--- src/rtl/rr_sched_pkg.sv ---
// Shared types and helpers for the round-robin output scheduler.
// Holds the FSM state type, default sizes and small sizing/one-hot helpers.
package rr_sched_pkg;

    typedef enum logic [1:0] {
        ST_IDLE,
        ST_XFER,
        ST_GAP
    } state_e;

    // Width needed to hold values 0..n-1, never less than one bit.
    function automatic int cnt_w(input int n);
        return (n < 2) ? 1 : $clog2(n);
    endfunction

    function automatic logic [31:0] onehot(input int idx);
        return 32'(1) << idx;
    endfunction

    localparam int NREQ_DEF   = 4;
    localparam int W_DEF      = 2;
    localparam int BURST_DEF  = 3;
    localparam int GAP_DEF    = 1;
    localparam int BEAT_W_DEF = cnt_w(BURST_DEF + 1);
    localparam int GAP_W_DEF  = cnt_w(GAP_DEF + 1);

endpackage

--- src/rtl/rr_pick.sv ---
// Combinational round-robin picker: first set bit of eligible_i at or
// above ptr_i, wrapping. Ports: eligible_i, ptr_i -> win_o, found_o.
module rr_pick
    import rr_sched_pkg::*;
#(
    parameter int NREQ = NREQ_DEF,
    parameter int IW   = cnt_w(NREQ)
) (
    input  logic [NREQ-1:0] eligible_i,
    input  logic [IW-1:0]   ptr_i,
    output logic [IW-1:0]   win_o,
    output logic            found_o
);

    int j;

    always_comb begin
        win_o   = '0;
        found_o = 1'b0;
        j       = 0;
        for (int i = 0; i < NREQ; i++) begin
            j = int'(ptr_i) + i;
            if (j >= NREQ) j = j - NREQ;
            if (!found_o && eligible_i[j]) begin
                found_o = 1'b1;
                win_o   = IW'(j);
            end
        end
    end

endmodule

--- src/rtl/rr_output_scheduler.sv ---
// Round-robin scheduler sharing one registered output channel among NREQ
// requesters with fixed bursts, forced-zero gaps and a per-requester mask.
// Ports: clk, reset (async active-low), req, req_mask, req_data ->
//        grant, owner_idx, data_out, data_valid, busy.
module rr_output_scheduler
    import rr_sched_pkg::*;
#(
    parameter int NREQ  = NREQ_DEF,
    parameter int W     = W_DEF,
    parameter int BURST = BURST_DEF,
    parameter int GAP   = GAP_DEF
) (
    input  logic                    clk,
    input  logic                    reset,
    input  logic [NREQ-1:0]         req,
    input  logic [NREQ-1:0]         req_mask,
    input  logic [NREQ*W-1:0]       req_data,
    output logic [NREQ-1:0]         grant,
    output logic [$clog2(NREQ)-1:0] owner_idx,
    output logic [W-1:0]            data_out,
    output logic                    data_valid,
    output logic                    busy
);

    localparam int IW = cnt_w(NREQ);
    localparam int BW = cnt_w(BURST + 1);
    localparam int GW = cnt_w(GAP + 1);

    state_e          state_q, state_d;
    logic [IW-1:0]   ptr_q, ptr_d;
    logic [IW-1:0]   owner_q, owner_d;
    logic [BW-1:0]   beat_q, beat_d;
    logic [GW-1:0]   gap_q, gap_d;
    logic [NREQ-1:0] grant_q, grant_d;
    logic [W-1:0]    data_q, data_d;
    logic            valid_q, valid_d;

    logic [NREQ-1:0] eligible;
    logic [IW-1:0]   win;
    logic            found;
    logic [IW-1:0]   ptr_nxt;
    logic            own_ok;

    assign eligible = req & ~req_mask;
    assign own_ok   = eligible[owner_q];
    assign ptr_nxt  = (int'(owner_q) == NREQ - 1) ? '0 : owner_q + IW'(1);

    rr_pick #(
        .NREQ (NREQ),
        .IW   (IW)
    ) u_pick (
        .eligible_i (eligible),
        .ptr_i      (ptr_q),
        .win_o      (win),
        .found_o    (found)
    );

    always_comb begin
        state_d = state_q;
        ptr_d   = ptr_q;
        owner_d = owner_q;
        beat_d  = beat_q;
        gap_d   = gap_q;
        grant_d = grant_q;
        // Channel is forced to zero unless a beat is issued below.
        data_d  = '0;
        valid_d = 1'b0;
        unique case (state_q)
            ST_IDLE: begin
                grant_d = '0;
                if (found) begin
                    grant_d = NREQ'(onehot(int'(win)));
                    owner_d = win;
                    beat_d  = '0;
                    state_d = ST_XFER;
                end
            end
            ST_XFER: begin
                if (own_ok) begin
                    data_d  = req_data[int'(owner_q)*W +: W];
                    valid_d = 1'b1;
                    beat_d  = beat_q + BW'(1);
                end
                if (!own_ok || int'(beat_q) == BURST - 1) begin
                    grant_d = '0;
                    ptr_d   = ptr_nxt;
                    beat_d  = '0;
                    gap_d   = '0;
                    state_d = (GAP == 0) ? ST_IDLE : ST_GAP;
                end
            end
            ST_GAP: begin
                grant_d = '0;
                if (int'(gap_q) == GAP - 1) begin
                    gap_d   = '0;
                    state_d = ST_IDLE;
                end else begin
                    gap_d = gap_q + GW'(1);
                end
            end
            default: begin
                grant_d = '0;
                state_d = ST_IDLE;
            end
        endcase
    end

    always_ff @(posedge clk or negedge reset) begin
        if (!reset) begin
            state_q <= ST_IDLE;
            ptr_q   <= '0;
            owner_q <= '0;
            beat_q  <= '0;
            gap_q   <= '0;
            grant_q <= '0;
            data_q  <= '0;
            valid_q <= 1'b0;
        end else begin
            state_q <= state_d;
            ptr_q   <= ptr_d;
            owner_q <= owner_d;
            beat_q  <= beat_d;
            gap_q   <= gap_d;
            grant_q <= grant_d;
            data_q  <= data_d;
            valid_q <= valid_d;
        end
    end

    assign grant      = grant_q;
    assign owner_idx  = owner_q;
    assign data_out   = data_q;
    assign data_valid = valid_q;
    assign busy       = (state_q != ST_IDLE);

endmodule
--- config.mk ---
export PLATFORM = sky130hd
export DESIGN_NAME = rr_output_scheduler
export DESIGN_NICKNAME = d
export VERILOG_FILES = /design/src/rtl/rr_sched_pkg.sv /design/src/rtl/rr_pick.sv /design/src/rtl/rr_output_scheduler.sv
export SDC_FILE = /design/constraint.sdc
export NUM_CORES = 1
export LEC_CHECK = 0
export CAP_MARGIN = 25
export CORE_MARGIN = 2
export CORE_UTILIZATION = 44
export DETAILED_ROUTE_END_ITERATION = 16
export PLACE_DENSITY = 0.77
export SLEW_MARGIN = 40
export SYNTH_ARGS = -nofsm -noshare
export SYNTH_HDL_FRONTEND = slang
export SYNTH_SLANG_ARGS = --single-unit
--- constraint.sdc ---
create_clock -name clk -period 2 [get_ports clk]
set_input_delay 0.2 -clock clk [delete_from_list [all_inputs] [get_ports clk]]
set_output_delay 0.2 -clock clk [all_outputs]
set_load 0.01 [all_outputs]
### Metal layers overlaid

Scale bar: 10 um.
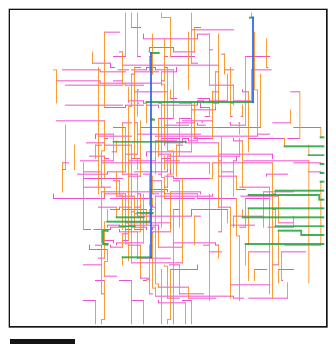
Key: blue = metal 4 [wire length 44.2 um]; green = metal 3 [wire length 132 um]; orange = metal 2 [wire length 929 um]; magenta = metal 1 [wire length 770 um]

### Register map, names as in the netlist

Scale bar: 10 um. Other sequential cells in the stronger grey, the rest of the logic in the fainter grey.
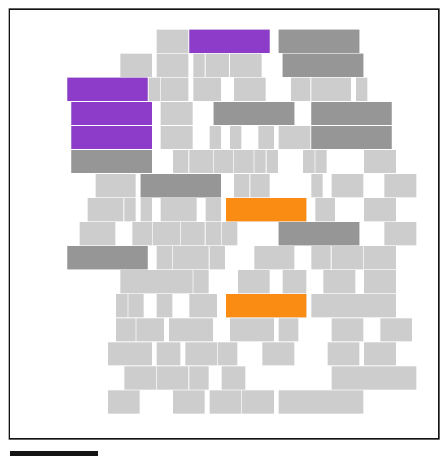
Key: purple = `grant` [sequential cells 4, where upper left]; orange = `owner_idx` [sequential cells 2]
Another 9 sequential cells are not coloured.

==> run summary <==
From the run reports.

- The global route stage reports its total congestion overflow as 0.
- The worst setup path is captured at an output port.
- The wire length recorded after detailed routing is 1.87 mm.
- The tree is rooted in a sky130_fd_sc_hd__clkbuf_4.
- Warnings raised by the tools during the run amount to 26.
- The arrival time of data at the worst endpoint is listed as 1.51 ns.
- The power density normalized to cell area is about 1100 nW/um^2.
- Per the detail_route report, routed wire per instance is 14.2 um.
- The static leakage power is 0.529 nW.
- The commonest register cell is sky130_fd_sc_hd__dfrtp_1.
- The distinct cell type count of the synthesized netlist is 31.
- The number of filler instances in the final layout is 154.
- The finished layout holds around 130 standard cells, fillers aside.
- The run finished with clean final reports.
- Before antenna repair, the detailed router went through 4 iterations.
- In the global route stage, overall resource usage came out at 0.184.
- The number of routed nets with antenna violations reads 0.
- Hold repair after CTS inserted 0 buffers.
- The script logs the ratio of routed vias to standard cells as 5.33.
- The TritonCTS clock tree reads yes.
==> per-stage QoR <==
step | worst slack [ns] | util | cell area, sq um
3_5_place_dp | 0.0400 | 0.614 | 1170
4_1_cts | 0.296 | 0.629 | 1200
5_1_grt | 0.251 | 0.629 | 1200
6_report | 0.288 | 0.629 | 1200
2_1_floorplan | 0.318 | - | 868
3_3_place_gp | 0.0712 | 0.614 | 1170
==> registers in the layout, indices dropped and copies added, names as in the netlist <==
register,flops
data_valid,1
owner_idx,2
grant,4
data_out,2
ptr_q,2
state_q,2
beat_q,2
==> placed cells by master, fill, tap and decap left out, types with 2 or more instances in the layout <==
| master | synthesis | layout |
|---|---|---|
| sky130_fd_sc_hd__nand2b_4 | 3 | 3 |
| sky130_fd_sc_hd__o32ai_1 | 2 | 2 |
| sky130_fd_sc_hd__mux2_1 | 2 | 2 |
| sky130_fd_sc_hd__nand2b_1 | 2 | 2 |
| sky130_fd_sc_hd__inv_1 | 8 | 8 |
| sky130_fd_sc_hd__a32o_1 | 2 | 2 |
| sky130_fd_sc_hd__and3_1 | 2 | 2 |
| sky130_fd_sc_hd__nand2_1 | 2 | 2 |
| sky130_fd_sc_hd__clkdlybuf4s50_1 | 0 | 27 |
| sky130_fd_sc_hd__nor2b_1 | 4 | 4 |
| sky130_fd_sc_hd__mux4_1 | 3 | 3 |
| sky130_fd_sc_hd__ha_1 | 2 | 2 |
| sky130_fd_sc_hd__clkbuf_4 | 0 | 3 |
| sky130_fd_sc_hd__o21ai_0 | 7 | 7 |
| sky130_fd_sc_hd__nor2_1 | 3 | 3 |
| sky130_fd_sc_hd__dfrtp_1 | 15 | 15 |
==> path summary, 6_finish.rpt <==
check	to	slack, ns	cells past startpoint
setup / recovery	busy	0.29	2
hold / removal	data_out[1]	0.29	1
setup reg to reg	ptr_q[1]	0.42	3
hold reg to reg	grant[0]	0.51	1
max in group asynchronous	grant[2]	1.29	1
min in group clk	grant[0]	0.51	1
==> power by group <==
| group | internal, mW | switching [mW] |
|---|---|---|
| logic | 0.359 | 0.295 |
| registers | 0.406 | 0.0861 |
| clock network | 0.0746 | 0.108 |
| total | 0.840 | 0.489 |
==> cell type report <==
class	count	area, sq um	share of cell area
clock buffer	3	22.5	0.0188
clock inverter	1	5.00	0.00418
inverter	8	30.0	0.0251
multi-input combinational	50	452	0.378
sequential	15	375	0.314
tap	27	33.8	0.0282
timing repair buffer	28	278	0.232
==> kinds of logic after synthesis <==
group	Yosys count	share of synthesized area
AND-OR/OR-AND	18	0.148
AND/OR/NAND/NOR	23	0.189
multiplexers	7	0.154
buffers and inverters	9	0.0476
adder cells (fa/ha/maj)	2	0.0288
flip-flops	15	0.432
==> critical path: stages (launching register included) <==
cell and delay, ns:
sky130_fd_sc_hd__dfrtp_1 0.39, sky130_fd_sc_hd__or2_0 0.24, sky130_fd_sc_hd__clkdlybuf4s50_1 0.58
==> routing by layer <==
layer,vias to the layer above,share of wire,wire (um),track usage
met3,5,0.070,131,0.0494
met2,30,0.50,928,0.310
met1,332,0.41,769,0.210
met5,-,0,0,0
li1,337,-,-,-
met4,0,0.023,44,0.110
Power and IR drop assume default switching activity.
